==> config.mk <==
export PLATFORM = sky130hd
export DESIGN_NAME = fir_tdm_mac_filter
export DESIGN_NICKNAME = d
export VERILOG_FILES = /design/src/rtl/fir_pkg.sv /design/src/rtl/fir_mac_lane.sv /design/src/rtl/fir_tdm_mac_filter.sv
export SDC_FILE = /design/constraint.sdc
export NUM_CORES = 2
export LEC_CHECK = 0
export CAP_MARGIN = 10
export CORE_ASPECT_RATIO = 0.9
export CORE_UTILIZATION = 43
export CTS_BUF_LIST = sky130_fd_sc_hd__clkbuf_8
export DETAILED_ROUTE_END_ITERATION = 10
export PLACE_DENSITY = 0.72
export REMOVE_ABC_BUFFERS = 1
export SYNTH_ARGS = -nofsm -noshare
export SYNTH_HDL_FRONTEND = slang
export SYNTH_HIERARCHICAL = 1
export SYNTH_SLANG_ARGS = --single-unit
==> constraint.sdc <==
create_clock -name iClk12M -period 8.34 [get_ports iClk12M]
set_input_delay 1.668 -clock iClk12M [delete_from_list [all_inputs] [get_ports iClk12M]]
set_output_delay 1.668 -clock iClk12M [all_outputs]
set_load 0.01 [all_outputs]
### Placement view

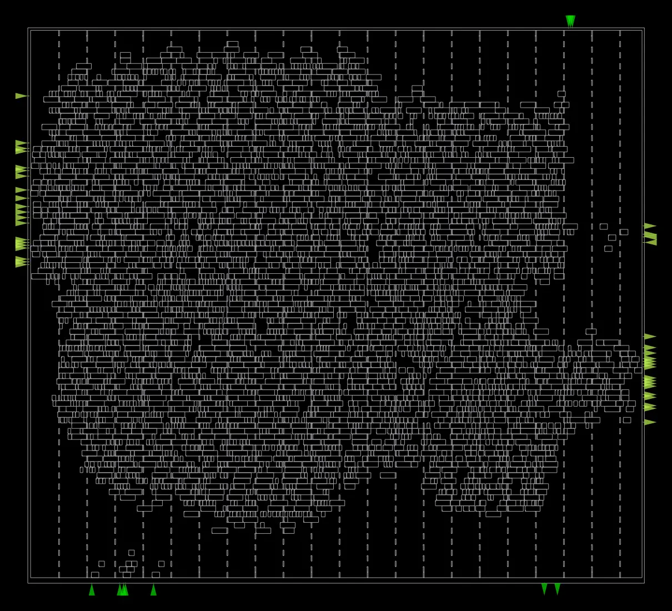
Filler cells: 7,682
Final Core Density: 48.0%

### Signal wires on met2

Scale bar: 100 um.
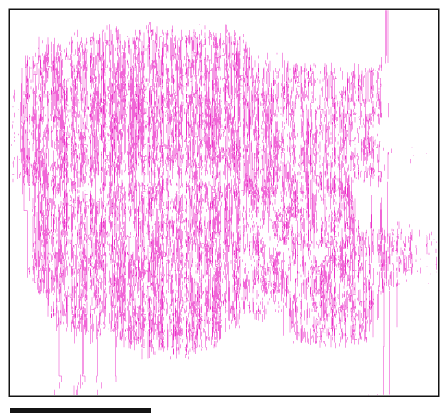
longest straight run = 80.9 um
nets with wire on the layer = 3,331
GR Layer Usage met2: 35.6%
vias post-DR: 29,800
routed wire length: 98.6 mm

==> ci_impl_report.md <==
## Implementation flow summary

| Metric | Value |
|---|---|
| Status | finished, final reports clean |
| Layout cell share with drive strength beyond 1 | 12.0% |
| WL/cell | around 19 um |
| Critical Path Start Type | flop |
| Critical path required time | 8940 ps |
| Crit path max-delay family | AND-OR/OR-AND gates |
| Die Wd | 303 um |
| Mux area share | 12.4% |
| Clk_skew | 77.3 ps |
| Internal cell power | approximately 5.2 mW |
| Sequential power | 3.33 mW |
| Initial antenna violation count | 4 |
| CTS Root Cell | clkbuf_8 |
| Leading area contributor after synthesis | dfxtp_1 |
| Vias in the first global route | 27,700 |
| Setup WS pre-CTS | 288 ps |
| Slew HR | 26.4% |
| Vias/cell | 5.66 |
| Hold Path Stages | 2 |
| Heaviest power group | sequential cells |
| Clock Latency Late Sink | 800 ps |
| Drt first pass iters | 6 |
| Die footprint | 82,900 um2 |
| CTS tree | yes |
| Top post-synthesis cells by count | nand2_1 (1,314), dfxtp_1 (689), a21oi_1 (683) |
| Final number of setup-violating endpoints | 0 |
| Comb pwr share | ~8.2% |
| Actual slew at the worst max-slew pin | 1100 ps |
| Worst reg2reg setup slack | 350 ps |
| Fp util | 43.4% |
| Max FFs per register | 528 |
| # diodes | 0 |
| Switch Pwr | 1.86 mW |
| Leakage power figure | approximately 13 nW |
| Fin nets | 4,319 |
| Setup ws final | 348 ps |
| Most used DFF post-synth | dfxtp_1 |
| Flop area | about 14,000 um2 |
| Boundary Pins | 50 |
| Kind of critical path | reg -> reg |
| YS warnings | 6 |
| Overall routing resource usage | 23.3% |
| Largest net degree at the start of global routing | 225 |
| Synthesized area | 35,200 um2 |
| Crit-path slowest cell | mux2i_1 |
| Top cell area share | 39.2% |
| Area delta synth->final | 10.7% |
| Crit path top cell by count | ha_1 |
| Congestion Overflow GR | 0 |
| CP Max Fanout | 18 |
| Flop pwr share | a little under half |
| Hold Vio Cnt, Final | 0 |
| Clk power | ~3.1 mW |
| Sw frac | a little over a quarter |
| Finished Cell Area | 38,900 um2 |
| Worst Path Arrival | 8590 ps |
| Slew Viols, Final | 0 |
| Flops after synth | 689 |
| Crit path time final | 7990 ps |
| Clock Pin Slew Worst Setup and Hold Paths | 70 ps |
| Clock power frac | between 40% and 50% |
| DRC | 0 |
| Fin crit share | 95.8% |
| Final Wtd Congestion | 0.917 |
| Distinct cells, synth | about 83 |
| CP endpoint kind | flop |
| Post-Synthesis Cells | ~4,200 |
| DIE HEIGHT | ~270 um |
| Top cells, area | dfxtp_1 (39%), nand2_1 (14%), mux4_2 (10%), a21oi_1 (9.7%), fa_1 (4.0%) |
| Gate Area | 19,800 um2 |
| H-Tree Level Count | 3 |
| Yosys chip area | 35,200 um2 |
| Most common cell in the netlist | nand2_1 |
| Worst reg2reg path depth | 26 |
| Cell Pwr Density | approximately 180 nW/um2 |
| Core ar. | about 80,000 um2 |
| Buffers on Ports | 49 |
| CTS sink count | just under 700 |
| Aoi share | around 15% |
-- timing repair --
action                     CTS  global route
setup buffers                0             5
hold buffers                 0             0
setup endpoints to repair    0             6
resized                      0            10
-- cell type report --
class,instances,area share [%]
Clock buffer,144,5.09
Inverter,54,0.521
Multi-Input combinational cell,3113,50.9
Timing Repair Buffer,148,3.50
Sequential cell,689,35.5
Clock inverter,55,1.09
Tap cell,1060,3.41
-- stage by stage --
step	setup TNS [ps]	hold slack [ps]	total power, mW	instances
after floorplan	-151520	426	3.71	3856
after global routing	-1.82	465	7.27	5263
final	0	437	7.02	5263
after CTS	0	443	7.07	5258
after detailed placement	0	443	3.97	5059
after global placement	0	438	3.97	5059
-- metal layers --
metal / share of wire, % / vias up / global-route usage, %
li1: - / 14100 / -
met1: 43 / 14300 / 32.7
met2: 45 / 1173 / 35.6
met3: 9.7 / 180 / 5.77
met4: 2.5 / 8 / 6.70
met5: 0.062 / - / 0
-- cells in the final DEF, fill, tap and decap left out, types with 14 or more instances in the layout --
| cell type | n |
|---|---|
| nand3_1 | 32 |
| mux4_2 | 162 |
| and2_1 | 38 |
| nand4_1 | 17 |
| fa_1 | 71 |
| nand2_1 | 1313 |
| nor2b_1 | 33 |
| xor2_1 | 21 |
| a21o_1 | 30 |
| xnor2_1 | 35 |
| a21oi_1 | 682 |
| ha_1 | 104 |
| nor3_1 | 23 |
| buf_4 | 89 |
| clkdlybuf4s50_1 | 48 |
| o21ai_0 | 52 |
| a22oi_1 | 14 |
| o22ai_1 | 33 |
| clkbuf_8 | 144 |
| nand2b_1 | 16 |
| nor2_1 | 196 |
| dfxtp_1 | 686 |
| mux2i_1 | 63 |
| inv_1 | 78 |
| clkinv_2 | 19 |
Power figures rest on the tool's default switching activity, not on a simulated workload.
